**src/rtl/alu_seq_if.sv**
```systemverilog
// alu_seq_if: command/result handshake bundle between operand issue and writeback
interface alu_seq_if #(parameter int WIDTH = 64);
    logic               in_valid;
    logic               in_ready;
    logic [WIDTH-1:0]   a;
    logic [WIDTH-1:0]   b;
    logic               a_invert;
    logic               b_invert;
    logic               carry_in;
    logic [2:0]         operation;
    logic               out_valid;
    logic               out_ready;
    logic [2*WIDTH-1:0] result;
    logic               carry_out;
    logic               zero;
    logic               overflow;
    modport master (
        output in_valid, a, b, a_invert, b_invert, carry_in, operation, out_ready,
        input  in_ready, out_valid, result, carry_out, zero, overflow
    );
    modport slave (
        input  in_valid, a, b, a_invert, b_invert, carry_in, operation, out_ready,
        output in_ready, out_valid, result, carry_out, zero, overflow
    );
endinterface

```
**src/rtl/alu_seq_unit.sv**
```systemverilog
// alu_seq_unit: handshaked ALU with registered result/flags and a WIDTH-cycle shift-add multiply
module alu_seq_unit #(
    parameter int WIDTH = 64
) (
    input logic      clk,
    input logic      reset,
    alu_seq_if.slave bus
);
    localparam int CW = $clog2(WIDTH);
    typedef enum logic [1:0] {IDLE, EXEC, DONE} state_t;
    state_t             state_q, state_d;
    logic [WIDTH-1:0]   a_x, b_x, sum, slt_res, alu_lo;
    logic [WIDTH-1:0]   mplier_q, mplier_d;
    logic [2*WIDTH-1:0] mcand_q, mcand_d, acc_q, acc_d, acc_n, result_q, result_d;
    logic [CW-1:0]      cnt_q, cnt_d;
    logic               c_out, ovf, is_arith, is_mul;
    logic               carry_q, carry_d, zero_q, zero_d, ovf_q, ovf_d;
    assign a_x      = bus.a_invert ? ~bus.a : bus.a;
    assign b_x      = bus.b_invert ? ~bus.b : bus.b;
    assign {c_out, sum} = {1'b0, a_x} + {1'b0, b_x} + {{WIDTH{1'b0}}, bus.carry_in};
    assign ovf      = (a_x[WIDTH-1] == b_x[WIDTH-1]) && (sum[WIDTH-1] != a_x[WIDTH-1]);
    assign is_arith = (bus.operation == 3'b010) || (bus.operation == 3'b011);
    assign is_mul   = bus.operation == 3'b100;
    assign slt_res  = {{(WIDTH-1){1'b0}}, sum[WIDTH-1] ^ ovf};
    assign alu_lo   = bus.operation == 3'b000 ? a_x & b_x :
                      bus.operation == 3'b001 ? a_x | b_x :
                      bus.operation == 3'b010 ? sum :
                      bus.operation == 3'b011 ? slt_res : '0;
    // One partial product per cycle: multiplicand walks left, multiplier walks right
    assign acc_n    = acc_q + (mplier_q[0] ? mcand_q : '0);
    always_ff @(posedge clk or posedge reset) begin
        if (reset) begin
            state_q  <= IDLE;
            mplier_q <= '0;
            mcand_q  <= '0;
            acc_q    <= '0;
            cnt_q    <= '0;
            result_q <= '0;
            carry_q  <= 1'b0;
            zero_q   <= 1'b0;
            ovf_q    <= 1'b0;
        end else begin
            state_q  <= state_d;
            mplier_q <= mplier_d;
            mcand_q  <= mcand_d;
            acc_q    <= acc_d;
            cnt_q    <= cnt_d;
            result_q <= result_d;
            carry_q  <= carry_d;
            zero_q   <= zero_d;
            ovf_q    <= ovf_d;
        end
    end
    always_comb begin
        state_d  = state_q;
        mplier_d = mplier_q;
        mcand_d  = mcand_q;
        acc_d    = acc_q;
        cnt_d    = cnt_q;
        result_d = result_q;
        carry_d  = carry_q;
        zero_d   = zero_q;
        ovf_d    = ovf_q;
        case (state_q)
            IDLE: if (bus.in_valid) begin
                if (is_mul) begin
                    state_d  = EXEC;
                    mplier_d = b_x;
                    mcand_d  = {{WIDTH{1'b0}}, a_x};
                    acc_d    = '0;
                    cnt_d    = '0;
                end else begin
                    state_d  = DONE;
                    result_d = {{WIDTH{1'b0}}, alu_lo};
                    carry_d  = is_arith & c_out;
                    ovf_d    = is_arith & ovf;
                    zero_d   = alu_lo == '0;
                end
            end
            EXEC: begin
                acc_d    = acc_n;
                mplier_d = mplier_q >> 1;
                mcand_d  = mcand_q << 1;
                cnt_d    = cnt_q + 1'b1;
                if (cnt_q == CW'(WIDTH - 1)) begin
                    state_d  = DONE;
                    result_d = acc_n;
                    carry_d  = |acc_n[2*WIDTH-1:WIDTH];
                    ovf_d    = 1'b0;
                    zero_d   = acc_n == '0;
                end
            end
            DONE: state_d = bus.out_ready ? IDLE : DONE;
            default: state_d = IDLE;
        endcase
    end
    assign bus.in_ready  = state_q == IDLE;
    assign bus.out_valid = state_q == DONE;
    assign bus.result    = result_q;
    assign bus.carry_out = carry_q;
    assign bus.zero      = zero_q;
    assign bus.overflow  = ovf_q;
endmodule

```
**src/flat_wrapper.sv**
```systemverilog
// flat-port wrapper written by rule: the top's interface ports become plain ports
module alu_seq_unit_flat 
#(
    parameter int WIDTH = 64
)
  (clk, reset, bus_in_valid, bus_a, bus_b, bus_a_invert, bus_b_invert, bus_carry_in, bus_operation, bus_out_ready, bus_in_ready, bus_out_valid, bus_result, bus_carry_out, bus_zero, bus_overflow);
  alu_seq_if #(.WIDTH(WIDTH)) bus_i ();
  input logic clk;
  input logic reset;
  input wire logic [$bits(bus_i.in_valid)-1:0] bus_in_valid;
  input wire logic [$bits(bus_i.a)-1:0] bus_a;
  input wire logic [$bits(bus_i.b)-1:0] bus_b;
  input wire logic [$bits(bus_i.a_invert)-1:0] bus_a_invert;
  input wire logic [$bits(bus_i.b_invert)-1:0] bus_b_invert;
  input wire logic [$bits(bus_i.carry_in)-1:0] bus_carry_in;
  input wire logic [$bits(bus_i.operation)-1:0] bus_operation;
  input wire logic [$bits(bus_i.out_ready)-1:0] bus_out_ready;
  output wire logic [$bits(bus_i.in_ready)-1:0] bus_in_ready;
  output wire logic [$bits(bus_i.out_valid)-1:0] bus_out_valid;
  output wire logic [$bits(bus_i.result)-1:0] bus_result;
  output wire logic [$bits(bus_i.carry_out)-1:0] bus_carry_out;
  output wire logic [$bits(bus_i.zero)-1:0] bus_zero;
  output wire logic [$bits(bus_i.overflow)-1:0] bus_overflow;
  assign bus_i.in_valid = bus_in_valid;
  assign bus_i.a = bus_a;
  assign bus_i.b = bus_b;
  assign bus_i.a_invert = bus_a_invert;
  assign bus_i.b_invert = bus_b_invert;
  assign bus_i.carry_in = bus_carry_in;
  assign bus_i.operation = bus_operation;
  assign bus_i.out_ready = bus_out_ready;
  assign bus_in_ready = bus_i.in_ready;
  assign bus_out_valid = bus_i.out_valid;
  assign bus_result = bus_i.result;
  assign bus_carry_out = bus_i.carry_out;
  assign bus_zero = bus_i.zero;
  assign bus_overflow = bus_i.overflow;
  alu_seq_unit #(.WIDTH(WIDTH)) u_core (.clk(clk), .reset(reset), .bus(bus_i));
endmodule
```
**config.mk**
```make
export PLATFORM = sky130hd
export DESIGN_NAME = alu_seq_unit_flat
export DESIGN_NICKNAME = d
export VERILOG_FILES = /design/src/rtl/alu_seq_if.sv /design/src/rtl/alu_seq_unit.sv /design/src/flat_wrapper.sv
export SDC_FILE = /design/constraint.sdc
export NUM_CORES = 2
export LEC_CHECK = 0
export CORE_MARGIN = 5
export CORE_UTILIZATION = 45
export CTS_CLUSTER_DIAMETER = 100
export DETAILED_ROUTE_END_ITERATION = 8
export GPL_ROUTABILITY_DRIVEN = 0
export GPL_TIMING_DRIVEN = 0
export PLACE_DENSITY = 0.71
export SLEW_MARGIN = 20
export SYNTH_ARGS = -nofsm -noshare
export SYNTH_HDL_FRONTEND = slang
export SYNTH_SLANG_ARGS = --single-unit
```
**constraint.sdc**
```tcl
create_clock -name clk -period 23.8 [get_ports clk]
set_input_delay 7.14 -clock clk [delete_from_list [all_inputs] [get_ports clk]]
set_output_delay 7.14 -clock clk [all_outputs]
set_load 0.02 [all_outputs]
```
==> run summary <==
Implementation results

The worst hold margin is 0.477 ns. By count the netlist is led by sky130_fd_sc_hd__nand2_1, sky130_fd_sc_hd__a21oi_1, sky130_fd_sc_hd__dfrtp_1. The via-per-instance ratio is 6.28. The number of gates given a new drive strength after cts is 0. Logged for this run, the post-placement worst setup slack is 10.12 ns. The number of nets in the synthesized netlist is 5,107. Warnings reported by Yosys during synthesis add up to 0.

Yosys reports a chip area of 0.0365 mm^2. In this run the tool buffered the top-level ports with 269 buffer cells. The clock sink count is 459.

Setup slack closes at 10.34 ns. Warnings raised by the tools during the run amount to 89. The first detailed-routing pass ran for 8 iterations. The synthesis report names the predominant flop master as sky130_fd_sc_hd__dfrtp_1.

The count of flip-flops with a built-in enable after synthesis is 0. Counting flops and latches in the post-synthesis netlist gives 459. Dividing the synthesized area by the synthesized cell count gives 7.75 um^2. The initial DRC count is 5,317. The tool flagged a number of max-cap violations equal to 0. The endpoint required time on the critical path is 24.39 ns.

Sorting the synthesis cell report by count puts at the top sky130_fd_sc_hd__nand2_1. The fraction of synthesis flops using an asynchronous set or reset pin is 100%. After detailed placement, the design holds a cell count of 6,047. The standard cell with the maximum stage delay on the critical path is sky130_fd_sc_hd__o41ai_1. The clock skew after layout is 0.0396 ns. The proportion of netlist area held by the largest area contributor is 31.4%.

The relative slew slack is 18.5%. The number of top-level design ports is 271. The count of nets left with antenna violations after detail routing is 0. STA classifies the critical path endpoint as a flip-flop. The pin slew with the least headroom to its limit is 1.21 ns. The worst path uses 56.5% of the clock period. The total power of the final layout is 4.10 mW. The HPWL after detailed placement is 117,000 um. The fraction of power consumed by combinational cells is 48.3%.

The share of post-route cells with drive strength above 1 is 4.03%. The internal portion of total power is 2.22 mW. The detailed router reported a total wirelength of 146,000 um. The clock network latency to the later pin of the worst-skew pair is 0.66 ns. Max fanout on the critical path was recorded as 10. The post-synthesis sequential area ratio is 31.4%. The setup fix buffers added after clock tree synthesis is 0. The worst hold path belongs to the class reg -> reg. The total track usage is 32.1%. The category of the most critical setup path is in -> reg.

The first-pass GRT wire length is 217,000 um. The worst setup path is launched from an input port. The buffer levels on the longest clock path is 3. The number of antenna violations at the first check in global routing is 3. The area growth from synthesis to layout is 16.5%. The flow ran to the end, and the final reports show no timing, DRC or antenna violations. Looking at the clock tree report, the root buffer type is sky130_fd_sc_hd__clkbuf_16. In the layout the commonest cells are sky130_fd_sc_hd__nand2_1, sky130_fd_sc_hd__a21oi_1, sky130_fd_sc_hd__dfrtp_1. On the reported timing paths, the clock transition at the registers reads 0.06 ns. The total congestion overflow is 0.

The synth_stat.txt file lists the number of cells as 4,713. Setup repair after global routing left no endpoint under its margin. The top contributor to total power is combinational cells.

The quantity of hold-fixing buffers added after cts is 0. Combinational cells consume a total of 1.98 mW. The part of the power in registers is 30.2%. The cell count after synthesis came out at 4,713. In the final routed layout, each cell accounts on average for 23.7 um.

The post-placement cell area is 0.0407 mm^2. The power dissipated in sequential cells is 1.24 mW. The total buffers and inverters traversed by the critical path is 5.

In the final timing run, aggregate negative setup slack is 0 ns. The analysis attributes to net switching a power of 1.88 mW. The kind of cell with the highest combined delay along the critical path is AND-OR/OR-AND gates. Yosys attributes the largest share of cell area to sky130_fd_sc_hd__dfrtp_1, sky130_fd_sc_hd__ha_1, sky130_fd_sc_hd__nand2_1. The routed design could run at a clock period as short as 13.46 ns. The final-report hold violation count is 0.

Entering global routing, the biggest net connects 99 pins. TritonCTS built the clock tree. The number of failing setup endpoints in the final timing report is 0. Per the OpenROAD floorplan log, the area of the die is 0.0870 mm^2. For the completed layout, the total cell area is recorded as 0.0426 mm^2. Total power normalized to cell area comes to 96.3 mW/mm^2.
final timing paths:
check / startpoint / end / slack [ns] / depth (start not counted)
worst max register to register: u_core.mplier_q[0] / u_core.bus.zero / 16.51 / 19
max in group asynchronous: reset / u_core.bus.result[50] / 15.39 / 4
worst min register to register: u_core.bus.result[78] / u_core.bus.result[78] / 0.48 / 2
min in group asynchronous: reset / u_core.acc_q[8] / 6.98 / 2
worst min-delay path: u_core.bus.result[78] / u_core.bus.result[78] / 0.48 / 2
worst max-delay path: bus_a_invert / u_core.bus.zero / 10.34 / 21
per-layer routing:
layer / vias to the layer above / part of all wire [%] / GRT usage, %
met1: 18200 / 39 / 43.4
met4: 2 / 6.7 / 17.5
met3: 540 / 13 / 8.52
met5: - / 0.0089 / 0
li1: 17300 / - / -
met2: 2535 / 41 / 46.9
area by class of cell:
type                    count  area [um^2]
repair buffers            274         2810
well taps                1060         1330
multi-input cells        3769        23200
inverters                 184          698
flip-flops and latches    459        11500
fillers                  7712        38000
plain buffers             301         1200
clock buffers              75         1540
diodes                      3         7.51
clock inverters            21          329
kinds of logic (layout without fill, tap and decap cells):
group	Yosys count	in the layout	synth area share, %
compound gates	1501	1501	25.4
xor+xnor	307	307	7.50
fa+ha+maj	256	256	8.81
buf+inv	485	855	5.16
flops	459	459	31.4
mux	38	38	1.10
other cells	0	3	0
simple gates	1667	1667	20.6
flip-flops by register name (all words and copies together), names as in the netlist:
signal and flops:
u_core.state_q 2, u_core.mcand_q 128, u_core.bus.overflow 1, u_core.acc_q 128, u_core.cnt_q 6, u_core.bus.carry_out 1, u_core.mplier_q 64, u_core.bus.zero 1
u_core.bus.result 128
Fig. 1: cell area per tile
Scale bar: 100 um. 29 x 29 tiles, from white (low) to dark blue (high), 0 to 100% covered.
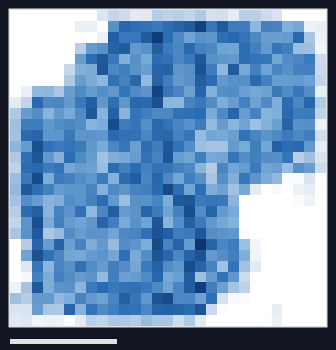
tiles over 75% full: 14%
fullest tile: 98%
mean over tiles: 47%
nearly empty tiles: 18%
emptiest ninth of the die: bottom right
Post-Route Utilization: 52.8%
placeable core area: 0.0805 mm^2
fp util: 45.4%

Fig. 2: placement view
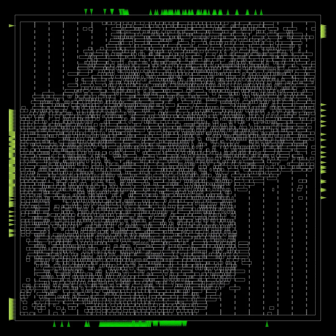
sequential share of cell area: 27.0%
number of sequential storage elements: 459
post-route non-filler standard cell count: 6,146
Filler cells: 7,712
Rows: 104

Fig. 3: supply network
Scale bar: 100 um. Pins as bars on the die edge. Tap cells in gray.
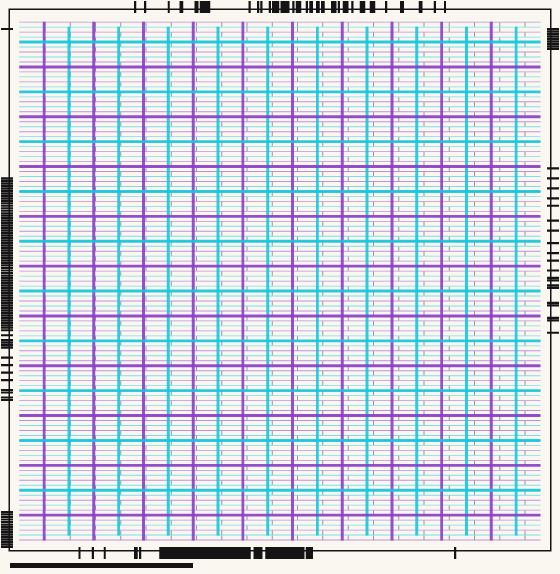
| color | net |
|---|---|
| purple | VSS |
| cyan | VDD |
met1 rails: 105
tap cells: 1,060
Max IR drop VDD: 0.0687 mV
Die Y: 295 um
Horiz. Die Dim: 295 um

No activity file was given, so power comes from the tool's default toggle rates.
